===== config.mk =====
export PLATFORM = sky130hd
export DESIGN_NAME = flash_req_arbiter
export DESIGN_NICKNAME = d
export VERILOG_FILES = /design/src/rtl/flash_arb_pkg.sv /design/src/rtl/flash_rr_arbiter.sv /design/src/rtl/flash_req_arbiter.sv
export SDC_FILE = /design/constraint.sdc
export NUM_CORES = 1
export LEC_CHECK = 0
export CAP_MARGIN = 20
export CORE_ASPECT_RATIO = 0.8
export CORE_UTILIZATION = 25
export CTS_BUF_LIST = sky130_fd_sc_hd__clkbuf_8
export DETAILED_ROUTE_END_ITERATION = 10
export GPL_TIMING_DRIVEN = 0
export PLACE_DENSITY = 0.65
export SYNTH_ARGS = -nofsm -noshare
export SYNTH_HDL_FRONTEND = slang
export SYNTH_SLANG_ARGS = --single-unit

===== constraint.sdc =====
create_clock -name ACLK -period 2.2 [get_ports ACLK]
set_input_delay 0.44 -clock ACLK [delete_from_list [all_inputs] [get_ports ACLK]]
set_output_delay 0.44 -clock ACLK [all_outputs]
set_load 0.02 [all_outputs]

===== src/rtl/flash_arb_pkg.sv =====
`default_nettype none
// ============================================================================
// Module  : flash_arb_pkg
// Brief   : State enum, op encodings and default timing for flash_req_arbiter
// Revision: 1.0
// ============================================================================
package flash_arb_pkg;

    typedef enum logic [1:0] {
        IDLE = 2'd0,
        WAIT = 2'd1,
        RESP = 2'd2
    } arb_state_e;

    localparam logic [1:0] OP_READ   = 2'b00;
    localparam logic [1:0] OP_WRITE  = 2'b01;
    localparam logic [1:0] OP_ERASE0 = 2'b10;
    localparam logic [1:0] OP_ERASE1 = 2'b11;

    localparam int unsigned PRESCALE_DEF = 5;
    localparam int unsigned TIMEOUT_DEF  = 65535;

    function automatic logic op_dir(input logic [1:0] op);
        return (op == OP_WRITE) || (op == OP_ERASE1);
    endfunction

    function automatic logic op_erase(input logic [1:0] op);
        return (op == OP_ERASE0) || (op == OP_ERASE1);
    endfunction

endpackage
`default_nettype wire


===== src/rtl/flash_rr_arbiter.sv =====
`default_nettype none
// ============================================================================
// Module  : flash_rr_arbiter
// Brief   : 2-way round-robin pick; on a tie the port not last served wins
// Revision: 1.0
// ============================================================================
module flash_rr_arbiter (
    input  logic [1:0] req_i,
    input  logic       last_i,
    output logic [1:0] gnt_o,
    output logic       idx_o
);

    always_comb begin
        if (req_i == 2'b11) begin
            idx_o = ~last_i;
        end else begin
            idx_o = req_i[1];
        end
        gnt_o = 2'b00;
        if (req_i != 2'b00) begin
            gnt_o[idx_o] = 1'b1;
        end
    end

endmodule
`default_nettype wire


===== src/rtl/flash_req_arbiter.sv =====
`default_nettype none
// ============================================================================
// Module  : flash_req_arbiter
// Brief   : Two-port round-robin front end for a low-level QSPI flash controller.
//           Define FLASH_ARB_TIMEOUT_EN to abort WAIT after TIMEOUT_CYCLES.
// Revision: 1.0
// ============================================================================
module flash_req_arbiter
    import flash_arb_pkg::*;
#(
    parameter int unsigned PRESCALE       = PRESCALE_DEF,
    parameter int unsigned TIMEOUT_CYCLES = TIMEOUT_DEF
) (
    input  logic        ACLK,
    input  logic        ARESETn,
    input  logic [1:0]  req_valid,
    output logic [1:0]  req_ready,
    input  logic [3:0]  req_op,
    input  logic [47:0] req_addr,
    input  logic [63:0] req_wdata,
    output logic [1:0]  rsp_valid,
    input  logic [1:0]  rsp_ready,
    output logic [31:0] rsp_data,
    output logic        rsp_err,
    output logic        llc_start,
    output logic [23:0] llc_address,
    output logic [31:0] llc_word,
    output logic        llc_dir,
    output logic        llc_erase,
    input  logic [31:0] llc_rdata,
    input  logic        llc_valid,
    input  logic        llc_busy
);

    localparam logic [7:0] PRE_RELOAD = 8'(PRESCALE - 1);

    arb_state_e  state_q, state_d;
    logic        ptr_q, ptr_d;
    logic        gnt_q, gnt_d;
    logic [1:0]  op_q, op_d;
    logic [23:0] addr_q, addr_d;
    logic [31:0] wdata_q, wdata_d;
    logic [7:0]  pre_q, pre_d;
    logic [31:0] rdata_q, rdata_d;

    logic [1:0]  arb_gnt;
    logic        arb_idx;
    logic        accept;
    logic        sample;
    logic        timeout;

    flash_rr_arbiter u_rr (
        .req_i  (req_valid),
        .last_i (ptr_q),
        .gnt_o  (arb_gnt),
        .idx_o  (arb_idx)
    );

    assign accept = ARESETn && (state_q == IDLE) && !llc_busy && (req_valid != 2'b00);
    assign sample = (state_q == WAIT) && (pre_q == 8'd0) && llc_valid;

`ifdef FLASH_ARB_TIMEOUT_EN
    localparam logic [19:0] TMO_LAST = 20'(TIMEOUT_CYCLES - 1);

    logic [19:0] tmo_q, tmo_d;
    logic        err_q, err_d;

    // A completion sampled on the last allowed cycle still wins over the abort.
    assign timeout = (state_q == WAIT) && (tmo_q == TMO_LAST) && !sample;

    always_comb begin
        tmo_d = tmo_q;
        err_d = err_q;
        if (accept) begin
            tmo_d = '0;
            err_d = 1'b0;
        end else if (state_q == WAIT) begin
            tmo_d = tmo_q + 20'd1;
            if (timeout) begin
                err_d = 1'b1;
            end
        end
    end

    always_ff @(posedge ACLK or negedge ARESETn) begin
        if (!ARESETn) begin
            tmo_q <= '0;
            err_q <= 1'b0;
        end else begin
            tmo_q <= tmo_d;
            err_q <= err_d;
        end
    end

    assign rsp_err = err_q;
`else
    assign timeout = 1'b0;
    assign rsp_err = 1'b0;
`endif

    always_ff @(posedge ACLK or negedge ARESETn) begin
        if (!ARESETn) begin
            state_q <= IDLE;
        end else begin
            state_q <= state_d;
        end
    end

    always_comb begin
        state_d = state_q;
        case (state_q)
            IDLE:    if (accept) state_d = WAIT;
            WAIT:    if (sample || timeout) state_d = RESP;
            RESP:    if (rsp_ready[gnt_q]) state_d = IDLE;
            default: state_d = IDLE;
        endcase
    end

    always_comb begin
        req_ready = (ARESETn && (state_q == IDLE) && !llc_busy) ? arb_gnt : 2'b00;
        llc_start = (state_q == WAIT);
        rsp_valid = 2'b00;
        if (state_q == RESP) begin
            rsp_valid = gnt_q ? 2'b10 : 2'b01;
        end
        llc_address = addr_q;
        llc_word    = wdata_q;
        llc_dir     = op_dir(op_q);
        llc_erase   = op_erase(op_q);
        rsp_data    = rdata_q;
    end

    always_comb begin
        ptr_d   = ptr_q;
        gnt_d   = gnt_q;
        op_d    = op_q;
        addr_d  = addr_q;
        wdata_d = wdata_q;
        pre_d   = pre_q;
        rdata_d = rdata_q;
        if (accept) begin
            gnt_d   = arb_idx;
            op_d    = arb_idx ? req_op[3:2]     : req_op[1:0];
            addr_d  = arb_idx ? req_addr[47:24] : req_addr[23:0];
            wdata_d = arb_idx ? req_wdata[63:32] : req_wdata[31:0];
            pre_d   = PRE_RELOAD;
        end else if (state_q == WAIT) begin
            pre_d = (pre_q == 8'd0) ? PRE_RELOAD : pre_q - 8'd1;
            if (sample) begin
                rdata_d = (op_q == OP_READ) ? llc_rdata : 32'd0;
            end else if (timeout) begin
                rdata_d = 32'd0;
            end
        end else if ((state_q == RESP) && rsp_ready[gnt_q]) begin
            ptr_d = gnt_q;
        end
    end

    // Pointer holds the last-served port; resetting it to 1 lets port 0 win first.
    always_ff @(posedge ACLK or negedge ARESETn) begin
        if (!ARESETn) begin
            ptr_q   <= 1'b1;
            gnt_q   <= 1'b0;
            op_q    <= 2'b00;
            addr_q  <= '0;
            wdata_q <= '0;
            pre_q   <= '0;
            rdata_q <= '0;
        end else begin
            ptr_q   <= ptr_d;
            gnt_q   <= gnt_d;
            op_q    <= op_d;
            addr_q  <= addr_d;
            wdata_q <= wdata_d;
            pre_q   <= pre_d;
            rdata_q <= rdata_d;
        end
    end

endmodule
`default_nettype wire

==> qor_table.md, run 1 <==
| Quantity | Reported |
|:---|:---|
| Result of the run | finished, violations left |
| Failing checks | design-rule violations, negative setup slack |
| Number of OpenROAD warnings | 29 |
| Registers, synthesis | 102 |
| Floorplan Nets | 591 |
| Post-synthesis share of cell area spent on full adders, half adders and majority gates | 0.551% |
| Share of the cycle needed by the critical path after routing | 101% |
| Clock-net power | 1300 uW |
| Last weighted congestion value of the routability-driven placer | 0.790 |
| Main area contributors | sky130_fd_sc_hd__dfrtp_1 (56%), sky130_fd_sc_hd__nand2_1 (8.2%), sky130_fd_sc_hd__a22o_1 (6.4%) |
| Leakage dissipation | 0.00357 uW |
| Startpoint of the most critical register-to-register path | state_q[0]$_DFFE_PN0P_ |
| Post-place setup slack | -1.46 ns |
| Final-layout fill cell count | 1,688 |
| Total negative slack for setup checks | -0.0147 ns |
| Final count of pins violating max slew | 0 |
| Horizontal die dimension | 153 um |
| Power Density | 1090 mW/mm2 |
| Setup Viol. Count Final | 1 |
| Critical path start-end classification | reg -> out |
| Final critical-path setup slack | -0.0147 ns |
| R2r worst-path depth | 8 |
| Core footprint | 0.0175 mm2 |
| Pwr Total | 8500 uW |
| Kind of start point of the critical path | register |
| Gr ovfl total | 0 |
| Share of synthesized cell area in and-or and or-and compound cells | 19.9% |
| Clock net sink count | 102 |
| Final Non-Filler Cells | 940 |
| Top logic family | AND-OR/OR-AND gates |
| Maximum number of pins on one net before global-route repair | 28 |
| Clock tree from TritonCTS | built |
| Data required time at the worst endpoint | 1.76 ns |
| Yosys top cell by area | sky130_fd_sc_hd__dfrtp_1 |
| Final clock skew | 0.0145 ns |
| Total via count after detailed routing | 4,202 |
| Internal | 5300 uW |
| Clock Pin Slew Worst Setup and Hold Paths | 0.11 ns |
| Count of input and output buffers | 250 |
| Post-detailed-placement cell area | 0.00735 mm2 |
| Number of DRC violations after detailed-routing iteration 0 | 236 |
| Heaviest power group | combinational logic |
| Number of hold-slack violations in the final timing report | 0 |
| Net Sw Frac | 37.7% |
| Number of cells after detailed placement | 909 |
| Post-synthesis cell count | 433 |
| Nets@finish | 868 |
| Wirelength, routed | 15.1 mm |
| Cell area after synthesis | 0.00454 mm2 |
| Area occupied by registers | 0.00255 mm2 |
| P_comb | 4180 uW |
| Via count of the first global-routing pass | 4,267 |
| Cts bufs inserted | 9 |
| Final critical-path required period | 2.21 ns |
| Clock buffer depth | 2 |
| Logic gate share of total power | 49.2% |
| Clock latency on the worst-skew pair | 0.39 ns |
| DR pass1 iterations | 9 |
| Clock network fraction of total power | 15.3% |
| Worst supply voltage drop on vdd | 0.375 mV |
| Comb gate area | 0.00178 mm2 |
| DRC Markers | 19 |
-- run 1: routing by layer --
metal / track usage (%) / routed length (um) / vias to the layer above
li1: - / - / 2054
met1: 21.1 / 6660 / 1989
met2: 26.5 / 6960 / 149
met3: 5.69 / 1300 / 10
met4: 3.79 / 131 / 0
met5: 0 / 0 / -
-- run 1: Yosys cell counts (all sizes together) --
cell and count:
a21oi 1, nor4b 2, dfrtp 101, a21o 33
o31ai 2, o22ai 1, nor2b 2, a31oi 1
nor3 2, nand2 99, or3 1, nor2 6
mux2i 28, a21boi 1, nand4 3, ha 2
a31o 1, and2 2, nor4 1, o21ai 60
nand2b 1, nand3 5, nor3b 1, conb 1
buf 24, and3 2, a22o 33, clkinv 1
dfstp 1, o32ai 1, clkbuf 10, o21a 1
inv 3
-- run 1: state kept, by name (all words and copies together), names as in the netlist --
name / count
llc_word: 32
rsp_data: 32
llc_address: 24
pre_q: 8
op_q: 2
state_q: 2
gnt_q: 1
ptr_q: 1
-- run 1: critical path, cell delays in order (launching register included) --
cell and delay [ns]:
sky130_fd_sc_hd__dfrtp_2 0.45, sky130_fd_sc_hd__nor4b_4 0.37, sky130_fd_sc_hd__o21ai_2 0.14, sky130_fd_sc_hd__buf_6 0.15
sky130_fd_sc_hd__nor2_4 0.14, sky130_fd_sc_hd__buf_6 0.14
-- run 1: area by class of cell --
class | count | area share, %
buffer | 31 | 2.38
clock buffer | 9 | 1.58
clock inverter | 7 | 1.17
inverter | 4 | 0.192
multi-input combinational | 293 | 22.7
sequential | 102 | 32.6
tap | 225 | 3.60
timing repair buffer | 269 | 35.7
-- run 1: repair_timing --
item	4_1_cts	5_1_grt
endpoints found under the setup margin	64	12
setup buffers	6	6
endpoints found under the hold margin	49	0
hold buffers	4	0
resized	27	7
pin swaps	2	2
cloned	2	0
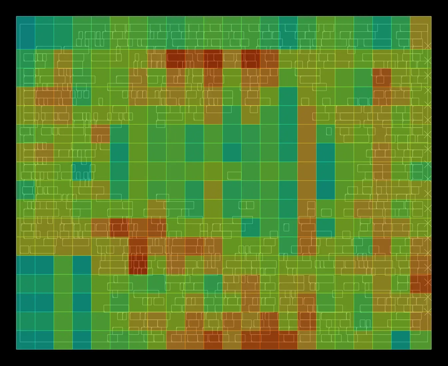
Run 1: track usage over the die
met3 routing resource usage after global routing: 5.69%
final core utilization: 44.6%
Most Crowded Layer GR: met2
GR Util met2: 26.5%
Total Routing Usage GR: 16.4%

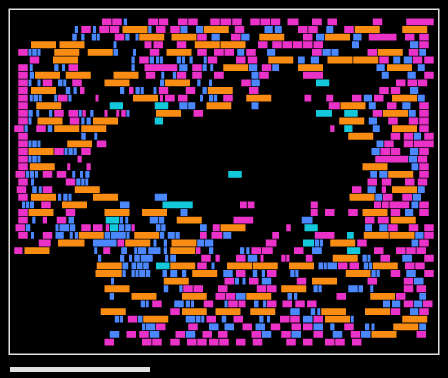
Run 1: cells coloured by class
The bar under the picture is 50 um long.
| colour | class | cells |
|---|---|---|
| magenta | other buffers and delay cells | 300 |
| blue | all other logic | 297 |
| cyan | clock drivers and dummy loads | 16 |
| orange | flip-flops | 102 |

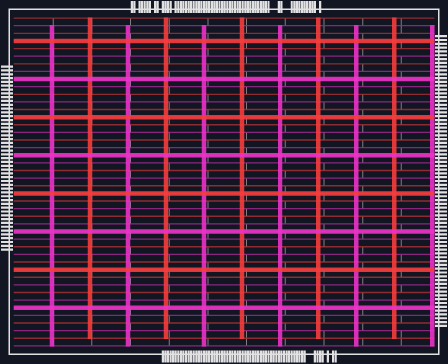
Run 1: power grid
Pins as bars on the die edge. Tap cells in grey.
| colour | net |
|---|---|
| red | VDD |
| magenta | VSS |
signal pins: 252
met1 rails: 44

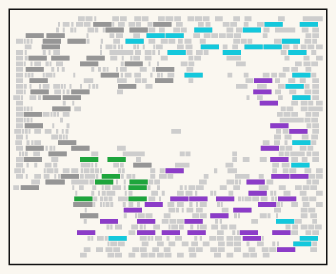
Run 1: sequential cells coloured by netlist name
| colour | name in the netlist | sequential cells |
|---|---|---|
| purple | llc_word | 32 |
| cyan | llc_address | 24 |
| green | pre_q | 8 |

Run 1, clock network drawn from the DEF:
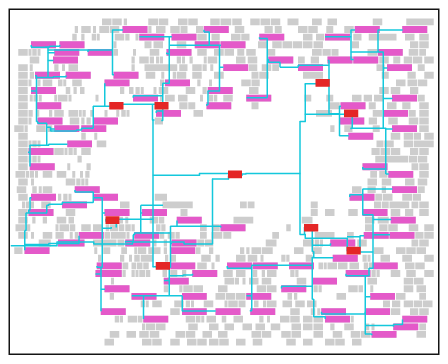

==> run 1 -> run 2 <==
--- a/config.mk
+++ b/config.mk
@@ -7,6 +7,7 @@
 export LEC_CHECK = 0
 export CAP_MARGIN = 20
 export CORE_ASPECT_RATIO = 0.8
+export CORE_MARGIN = 5
 export CORE_UTILIZATION = 25
 export CTS_BUF_LIST = sky130_fd_sc_hd__clkbuf_8
 export DETAILED_ROUTE_END_ITERATION = 10
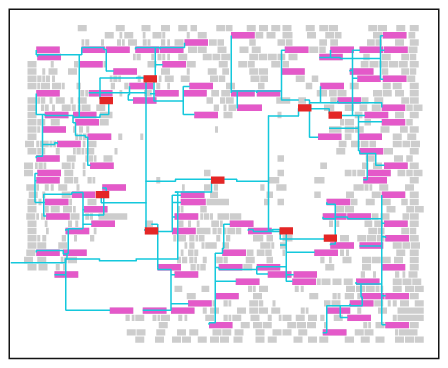
Run 2: clock network drawn from the DEF
[magenta] flip-flops | count: 102
[red] cells driving clock nets | count: 9
[cyan] clock wires | length: 1,430 um
routed clock nets: 10

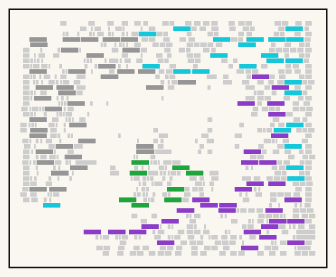
Run 2: sequential cells coloured by netlist name
final core utilization: 43.0%
flop share of the area: 33.0%
area occupied by registers: 0.00255 mm2

==> qor_table.md, run 2 <==
| Quantity | Reported |
|:---|:---|
| Post-synthesis mux area share | 6.17% |
| Clock Pin Slew Worst Setup and Hold Paths | 0.11 ns |
| Library cell with the highest instance count after synthesis | sky130_fd_sc_hd__dfrtp_1 |
| Final count of pins violating max slew | 0 |
| Number of hold-slack violations in the final timing report | 0 |
| Number of DRC violations after detailed-routing iteration 0 | 170 |
| Share of synthesized cell area in and-or and or-and compound cells | 19.9% |
| Asr flop ratio synth | 100% |
| Worst supply voltage drop on vdd | 0.367 mV |
| Number of nets with antenna violations after routing | 0 |
| Routed length on met3 | 1.45 mm |
| Final critical-path setup slack | -0.00575 ns |
| Post-synthesis share of cell area spent on full adders, half adders and majority gates | 0.551% |
| Top logic family | AND-OR/OR-AND gates |
| Share of the cycle needed by the critical path after routing | 100% |
| R2R Path End | llc_word[16]$_DFFE_PN0P_ |
| Cell area after synthesis | 0.00454 mm2 |
| Comb gate area | 0.00178 mm2 |
| Destination of the critical timing path | req_ready[0] |
| Fraction of post-synthesis cell area in the top cell type by area | 55.6% |
| Total via count after detailed routing | 4,197 |
| Signal arrival time at the worst endpoint | 1.77 ns |
| Routed length on met2 | 7.26 mm |
| Avg Vias per Cell | 4.45 |
| Data required time at the worst endpoint | 1.76 ns |
| Post-place setup slack | -1.12 ns |
| Horizontal die dimension | 161 um |
| Number of warnings issued by yosys | 0 |
| Number of cells after detailed placement | 914 |
| Slowest cell on the critical path | sky130_fd_sc_hd__dfrtp_2 |
| H-tree depth | 3 |
| Number of max-cap violations | 0 |
| Maximum number of pins on one net before global-route repair | 52 |
| Detailed Place HPWL | 12.0 mm |
| Kind of start point of the critical path | register |
| Cts bufs inserted | 9 |
| Final clock skew | 0.0218 ns |
| Area of the die | 0.0210 mm2 |
| Ordered cell list for the critical path | nor4b_4, buf_4, o21ai_2, buf_6, nor2_4, buf_6, buf_6 |
| Final Instance Area | 0.00773 mm2 |
| Clock tree from TritonCTS | built |
| Result of the run | finished, violations left |
| Leakage dissipation | 0.00352 uW |
| Dominant cell type by count on the critical path | sky130_fd_sc_hd__buf_6 |
| Nets@finish | 866 |
| Detail-routed net length per standard cell | 16.9 um |
| Slew Limit Headroom | 66.4% |
| Register area share after synthesis | 56.2% |
| Slack of the worst reg-to-reg path | 0.24 ns |
| Count of distinct cell types in the synthesized netlist | 39 |
| Post-detailed-placement cell area | 0.00736 mm2 |
| Clock net sink count | 102 |
| Unrepaired setup endpoints after global routing | yes |
| Via count of the first global-routing pass | 4,330 |
| Wire length of the first global-routing pass | 24.3 mm |
| Synth Area in Simple Gates | 12.3% |
| Startpoint of the most critical register-to-register path | state_q[0]$_DFFE_PN0P_ |
| Top layer used by detailed routing | met4 |
| Type of destination of the critical path | output pin |
| Ranking of synthesized cells by instance count | sky130_fd_sc_hd__dfrtp_1 (101), sky130_fd_sc_hd__nand2_1 (99), sky130_fd_sc_hd__a21o_1 (33), sky130_fd_sc_hd__a22o_1 (33), sky130_fd_sc_hd__o21ai_1 (32) |
| Area growth syn-to-layout | 70.2% |
| Die extent in y | 131 um |
| Final-layout fill cell count | 1,763 |
| Wirelength, routed | 15.9 mm |
| Synth Area in XOR/XNOR | 0% |
| Start point of the critical path | state_q[0]$_DFFE_PN0P_ |
| Total negative slack for setup checks | -0.00575 ns |
| Worst hold slack after final layout | 0.0146 ns |
| Predominant post-synthesis flop cell | sky130_fd_sc_hd__dfrtp_1 |
| Min-delay worst type | in -> async |
| Count of input and output buffers | 250 |
| Total Routing Usage GR | 14.8% |
| CP peak stage delay | 0.44 ns |
| Failing checks | negative setup slack |
| Most used cells in the layout excluding fill and tap cells | sky130_fd_sc_hd__clkdlybuf4s50_1 (243), sky130_fd_sc_hd__dfrtp_1 (100), sky130_fd_sc_hd__nand2_1 (99) |
| Number of OpenROAD warnings | 29 |
| Root buffer cell | sky130_fd_sc_hd__clkbuf_8 |
| Biggest fanout along the worst timing path | 5 |
| Flip-flops with a built-in enable | 0 |
| Commonest Layout Cell | sky130_fd_sc_hd__clkdlybuf4s50_1 |
| Gr ovfl total | 0 |
| Core footprint | 0.0180 mm2 |
| Critical path start-end classification | reg -> out |
| Clock latency on the worst-skew pair | 0.38 ns |
| Core utilization before placement | 25.2% |
| Yosys cell count | 433 |
| Transition at the pin with the smallest max-transition slack | 0.504 ns |
| Average cell area after synthesis | 10.5 um2 |
| Final critical-path required period | 2.21 ns |
| Yosys top cell by area | sky130_fd_sc_hd__dfrtp_1 |
| Pwr Total | 8490 uW |
| Registers, synthesis | 102 |
| Ratio of cells with drive above 1 in the final layout | 9.54% |
| Clock buffer depth | 2 |
| Initial antenna violation count | 0 |
| Main area contributors | sky130_fd_sc_hd__dfrtp_1 (56%), sky130_fd_sc_hd__nand2_1 (8.2%), sky130_fd_sc_hd__a22o_1 (6.4%) |
| Final Non-Filler Cells | 943 |
| DRC Markers | 0 |
| Site row count | 44 |
| Floorplan Nets | 591 |
| Power Density | 1100 mW/mm2 |
| Routed metal-1 wire length | 7.11 mm |
| Setup Viol. Count Final | 1 |
| Last weighted congestion value of the routability-driven placer | 0.803 |
| Count of antenna diodes in the layout | 0 |
| Timing-limited maximum frequency | 453 MHz |
| Top Ports | 252 |
| Chip area estimate from yosys synthesis | 0.00454 mm2 |
| Post-synthesis cell count | 433 |
| R2r worst-path depth | 9 |
| DR pass1 iterations | 4 |
[run 2: cell counts after synthesis]
Identical to the previous run, type by type.
[run 2: critical path: cells and delay by family, from the launching register on]
kind	cells	cell delay (ns)
buffers and inverters	4	0.50
DFF	1	0.44
AOI/OAI and AO/OA	1	0.06
and+or+nand+nor	2	0.40
[run 2: power breakdown]
part           internal (uW)  total (uW)  switching [uW]  leakage, uW
registers               2580        3010             428      0.00130
logic                   2140        4190            2050      0.00211
clock network            599        1290             694     0.000107
[run 2: layer usage]
layer  GRT usage [%]  vias to the layer above
met2            23.8                      166
met1            19.0                     1970
met4            3.16                        0
li1                -                     2052
met5               0                        -
met3            6.11                        9
[run 2: area by class of cell]
| type | instances | area share [%] |
|---|---|---|
| clock inverters | 5 | 0.825 |
| repair buffers | 264 | 34.3 |
| inverters | 4 | 0.194 |
| plain buffers | 34 | 2.90 |
| clock buffers | 11 | 1.96 |
| multi-input cells | 293 | 23.1 |
| well taps | 230 | 3.72 |
| flip-flops and latches | 102 | 33.0 |
[run 2: worst min path at each step]
stage                                   startpoint                       end  slack (ns)  depth (start not counted)
after floorplan                            ARESETn         gnt_q$_DFFE_PN0P_        0.14                          0
after global placement     llc_word[9]$_DFFE_PN0P_   llc_word[9]$_DFFE_PN0P_        0.46                          2
after detailed placement  llc_word[22]$_DFFE_PN0P_  llc_word[22]$_DFFE_PN0P_        0.47                          2
after CTS                                  ARESETn  llc_word[14]$_DFFE_PN0P_       0.008                          2
after global routing                       ARESETn  llc_word[14]$_DFFE_PN0P_        0.01                          2
final                                      ARESETn  llc_word[14]$_DFFE_PN0P_        0.01                          2
[run 2: what timing repair did]
action,4_1_cts,5_1_grt
endpoints found under the setup margin,5,35
hold endpoints to repair,51,0
pin swaps,2,2
gates resized,27,3
buffers inserted,7,5
hold buffers,1,0
No activity file was given, so power comes from the tool's default toggle rates.
